`src/rtl/pcg_pkg.sv`:
```
// ----------------------------------------------------------------------------
// pcg_pkg
// Shared definitions for the fetch-stage program-counter generator.
//   - Default reset vector, exception vector and sequential increment.
//   - Next-PC source enumeration used by the priority mux in pc_gen.
// ----------------------------------------------------------------------------
package pcg_pkg;

    localparam logic [31:0] PCG_RESET_VEC   = 32'h0000_3000;
    localparam logic [31:0] PCG_EXC_VEC     = 32'h0000_4180;
    localparam int          PCG_INSTR_BYTES = 4;

    // Listed in decreasing priority order.
    typedef enum logic [2:0] {
        SRC_EXC   = 3'd0,
        SRC_ERET  = 3'd1,
        SRC_HOLD  = 3'd2,
        SRC_REDIR = 3'd3,
        SRC_RAS   = 3'd4,
        SRC_SEQ   = 3'd5
    } pcg_src_e;

endpackage

```
`src/rtl/pcg_ras.sv`:
```
// ----------------------------------------------------------------------------
// pcg_ras
// Circular return-address stack with a top pointer and a saturating count.
//   clk      : clock, rising edge
//   rst_n    : asynchronous active-low reset (pointer, count, uflow only)
//   push_i   : push link_i (already qualified by the caller)
//   pop_i    : pop top entry (already qualified by the caller)
//   link_i   : return address to push
//   top_o    : current top entry (valid only when not empty)
//   empty_o  : count == 0
//   full_o   : count == RAS_DEPTH
//   uflow_o  : registered one-cycle pulse after a pop on an empty stack
// ----------------------------------------------------------------------------
module pcg_ras #(
    parameter int WIDTH     = 32,
    parameter int RAS_DEPTH = 4
) (
    input  logic             clk,
    input  logic             rst_n,
    input  logic             push_i,
    input  logic             pop_i,
    input  logic [WIDTH-1:0] link_i,
    output logic [WIDTH-1:0] top_o,
    output logic             empty_o,
    output logic             full_o,
    output logic             uflow_o
);

    localparam int PTR_W = $clog2(RAS_DEPTH);
    localparam int CNT_W = $clog2(RAS_DEPTH + 1);
    localparam logic [CNT_W-1:0] DEPTH_C = CNT_W'(RAS_DEPTH);

    logic [WIDTH-1:0] mem_q [RAS_DEPTH];
    logic [PTR_W-1:0] ptr_q, ptr_d;
    logic [CNT_W-1:0] cnt_q, cnt_d;
    logic             uflow_q, uflow_d;
    logic             wr_en;
    logic [PTR_W-1:0] wr_idx;

    assign empty_o = (cnt_q == '0);
    assign full_o  = (cnt_q == DEPTH_C);
    assign top_o   = mem_q[ptr_q];
    assign uflow_o = uflow_q;

    // Stack update. A simultaneous push and pop on a non-empty stack is a
    // replace of the top entry: pointer and count stay put. A push on a full
    // stack advances the pointer onto the oldest slot and overwrites it while
    // the count saturates. A pop on an empty stack only raises uflow.
    always_comb begin
        ptr_d   = ptr_q;
        cnt_d   = cnt_q;
        uflow_d = 1'b0;
        wr_en   = 1'b0;
        wr_idx  = ptr_q;
        if (push_i && pop_i && !empty_o) begin
            wr_en  = 1'b1;
            wr_idx = ptr_q;
        end else if (push_i) begin
            ptr_d   = ptr_q + 1'b1;
            wr_en   = 1'b1;
            wr_idx  = ptr_q + 1'b1;
            uflow_d = pop_i;
            if (!full_o) begin
                cnt_d = cnt_q + 1'b1;
            end
        end else if (pop_i) begin
            if (!empty_o) begin
                ptr_d = ptr_q - 1'b1;
                cnt_d = cnt_q - 1'b1;
            end else begin
                uflow_d = 1'b1;
            end
        end
    end

    // Control state: reset clears pointer, count and the underflow pulse.
    always_ff @(posedge clk or negedge rst_n) begin
        if (!rst_n) begin
            ptr_q   <= '0;
            cnt_q   <= '0;
            uflow_q <= 1'b0;
        end else begin
            ptr_q   <= ptr_d;
            cnt_q   <= cnt_d;
            uflow_q <= uflow_d;
        end
    end

    // Entry storage is deliberately not reset; entries are only read once
    // the count says they have been written.
    always_ff @(posedge clk) begin
        if (wr_en) begin
            mem_q[wr_idx] <= link_i;
        end
    end

endmodule

```
`src/rtl/pc_gen.sv`:
```
// ----------------------------------------------------------------------------
// pc_gen
// Fetch-stage program-counter generator with a return-address stack.
//   PCG_clk_F_i       : clock, rising edge
//   PCG_reset_n_F_i   : asynchronous active-low reset
//   PCG_stall_F_i     : hold PC
//   PCG_exc_F_i       : exception request (go to EXC_VEC)
//   PCG_eret_F_i      : exception return (go to PCG_epc_F_i)
//   PCG_epc_F_i       : eret target
//   PCG_redir_F_i     : taken branch/jump from decode
//   PCG_target_F_i    : redirect target
//   PCG_call_F_i      : push PCG_link_F_i onto the RAS
//   PCG_link_F_i      : return address to push
//   PCG_ret_F_i       : pop the RAS and redirect to the popped value
//   PCG_pc_F_o        : current fetch PC
//   PCG_misalign_F_o  : PC[1:0] != 0
//   PCG_ras_empty_F_o : RAS empty
//   PCG_ras_full_F_o  : RAS full
//   PCG_ras_uflow_F_o : one-cycle pulse after ret on an empty RAS
// ----------------------------------------------------------------------------
module pc_gen
    import pcg_pkg::*;
#(
    parameter int               WIDTH       = 32,
    parameter logic [WIDTH-1:0] RESET_VEC   = WIDTH'(PCG_RESET_VEC),
    parameter logic [WIDTH-1:0] EXC_VEC     = WIDTH'(PCG_EXC_VEC),
    parameter int               INSTR_BYTES = PCG_INSTR_BYTES,
    parameter int               RAS_DEPTH   = 4
) (
    input  logic             PCG_clk_F_i,
    input  logic             PCG_reset_n_F_i,
    input  logic             PCG_stall_F_i,
    input  logic             PCG_exc_F_i,
    input  logic             PCG_eret_F_i,
    input  logic [WIDTH-1:0] PCG_epc_F_i,
    input  logic             PCG_redir_F_i,
    input  logic [WIDTH-1:0] PCG_target_F_i,
    input  logic             PCG_call_F_i,
    input  logic [WIDTH-1:0] PCG_link_F_i,
    input  logic             PCG_ret_F_i,
    output logic [WIDTH-1:0] PCG_pc_F_o,
    output logic             PCG_misalign_F_o,
    output logic             PCG_ras_empty_F_o,
    output logic             PCG_ras_full_F_o,
    output logic             PCG_ras_uflow_F_o
);

    logic [WIDTH-1:0] pc_q, pc_d;
    logic [WIDTH-1:0] ras_top;
    logic             ras_empty;
    logic             accepted;
    pcg_src_e         src_sel;

    // Exceptions and eret pre-empt the stall; everything else waits for an
    // unstalled cycle and is re-presented by upstream until then.
    assign accepted = !PCG_stall_F_i && !PCG_exc_F_i && !PCG_eret_F_i;

    pcg_ras #(
        .WIDTH     (WIDTH),
        .RAS_DEPTH (RAS_DEPTH)
    ) u_ras (
        .clk     (PCG_clk_F_i),
        .rst_n   (PCG_reset_n_F_i),
        .push_i  (accepted && PCG_call_F_i),
        .pop_i   (accepted && PCG_ret_F_i),
        .link_i  (PCG_link_F_i),
        .top_o   (ras_top),
        .empty_o (ras_empty),
        .full_o  (PCG_ras_full_F_o),
        .uflow_o (PCG_ras_uflow_F_o)
    );

    // Fixed-priority next-PC selection. A ret on an empty RAS falls through
    // to the sequential path.
    always_comb begin
        src_sel = SRC_SEQ;
        if (PCG_exc_F_i) begin
            src_sel = SRC_EXC;
        end else if (PCG_eret_F_i) begin
            src_sel = SRC_ERET;
        end else if (PCG_stall_F_i) begin
            src_sel = SRC_HOLD;
        end else if (PCG_redir_F_i) begin
            src_sel = SRC_REDIR;
        end else if (PCG_ret_F_i && !ras_empty) begin
            src_sel = SRC_RAS;
        end

        pc_d = pc_q + WIDTH'(INSTR_BYTES);
        case (src_sel)
            SRC_EXC:   pc_d = EXC_VEC;
            SRC_ERET:  pc_d = PCG_epc_F_i;
            SRC_HOLD:  pc_d = pc_q;
            SRC_REDIR: pc_d = PCG_target_F_i;
            SRC_RAS:   pc_d = ras_top;
            default:   pc_d = pc_q + WIDTH'(INSTR_BYTES);
        endcase
    end

    // PC register.
    always_ff @(posedge PCG_clk_F_i or negedge PCG_reset_n_F_i) begin
        if (!PCG_reset_n_F_i) begin
            pc_q <= RESET_VEC;
        end else begin
            pc_q <= pc_d;
        end
    end

    assign PCG_pc_F_o        = pc_q;
    assign PCG_misalign_F_o  = (pc_q[1:0] != 2'b00);
    assign PCG_ras_empty_F_o = ras_empty;

endmodule

```
`config.mk`:
```
export PLATFORM = sky130hd
export DESIGN_NAME = pc_gen
export DESIGN_NICKNAME = d
export VERILOG_FILES = /design/src/rtl/pcg_pkg.sv /design/src/rtl/pcg_ras.sv /design/src/rtl/pc_gen.sv
export SDC_FILE = /design/constraint.sdc
export NUM_CORES = 1
export LEC_CHECK = 0
export CORE_ASPECT_RATIO = 0.5
export CORE_MARGIN = 1.5
export CORE_UTILIZATION = 52
export DETAILED_ROUTE_END_ITERATION = 8
export GPL_TIMING_DRIVEN = 1
export PLACE_DENSITY = 0.87
export SYNTH_ARGS = -nofsm -noshare
export SYNTH_HDL_FRONTEND = slang
export SYNTH_SLANG_ARGS = --single-unit
```
`constraint.sdc`:
```
create_clock -name PCG_clk_F_i -period 5.15 [get_ports PCG_clk_F_i]
set_input_delay 1.545 -clock PCG_clk_F_i [delete_from_list [all_inputs] [get_ports PCG_clk_F_i]]
set_output_delay 1.545 -clock PCG_clk_F_i [all_outputs]
set_load 0.01 [all_outputs]
```
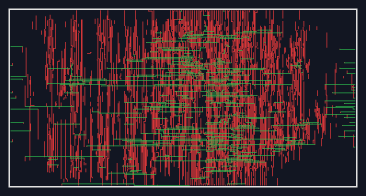
*Routed metal, one colour a layer*
Drawn at 2 px/µm. Two of the layers only.
green -> M3  # wire length 2680 µm
red -> M2  # wire length 11000 µm
final wirelength: 23.1 mm
routed length per instance: 27.2 µm

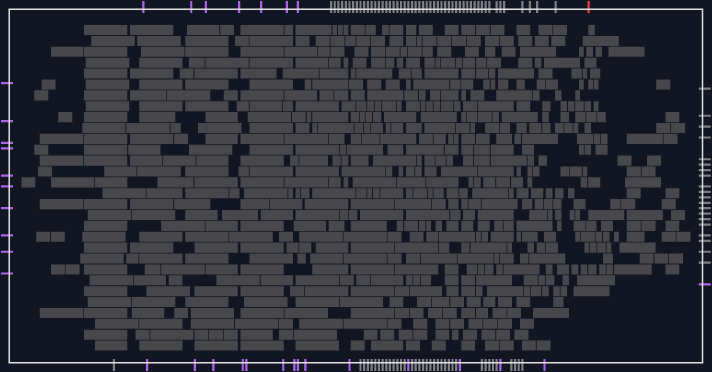
*Pin placement*
Drawn at 4 px/µm. Pins as bars across the die edge, other pins in grey.
purple -> `PCG_link_F_i`  # pins 32, direction input, edge 14 south, 10 west, 7 north, 1 east
red -> `PCG_reset_n_F_i`  # pins 1, direction input, edge north
height of the die: 88.0 µm
Die Width: 173 µm
PortBufs: 139

==> flow_summary.json <==
{
  "inv_count": 7,
  "drc": 9,
  "async_reset_ff_frac": 0.229,
  "hp-start": "PCG_pc_F_o[13]$_DFFE_PN1P_",
  "synth-xor-area-share": 0.0187,
  "status": "finished, violations left",
  "reg2reg_from": "u_ras.cnt_q[0]$_DFFE_PN0P_",
  "cap_violations": 0,
  "ys_top_logic_family": "AND-OR/OR-AND gates",
  "yosysSeqAreaShare": 0.639,
  "violations": "DRC",
  "holdWs_ns": 0.548,
  "power.internal_mw": 2.80,
  "ys_top_cells_by_area": "edfxtp_1, dfrtp_1, mux4_2",
  "vias": 5798,
  "place_area_um2": 9150,
  "finalWorstSetupSlack_ns": 0.644,
  "comb-power_mw": 1.02,
  "hold_path_class": "reg2reg",
  "dp_slack_ns": 0.460,
  "hold_depth": 2,
  "power_density_nw_per_um2": 414,
  "leakagePower_nw": 3.38,
  "lay_top_count": "clkdlybuf4s50_1",
  "setup_viol": 0
}
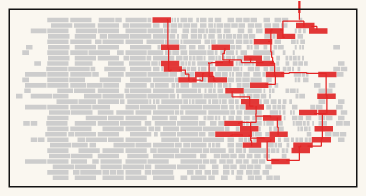
*Nets reached from selected ports*
Drawn at 2 px/µm.
red -> `PCG_reset_n_F_i`  # direction input, edge north, end cells 38, buffers 1, wire 360 µm

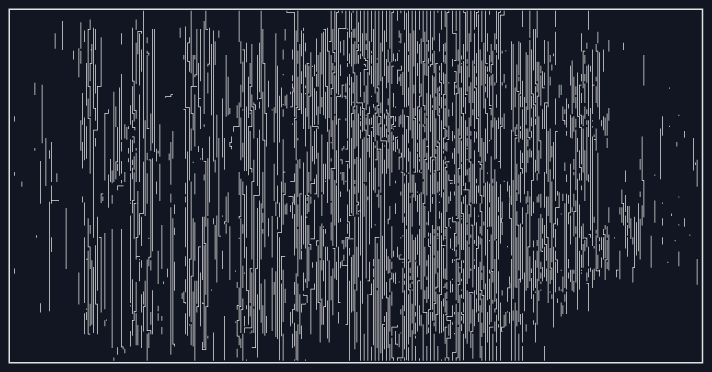
*Met2 routing*
Drawn at 4 px/µm.
share of all routed wire = 48%
main direction = vertical
longest straight run = 45.9 µm
nets with wire on the layer = 691

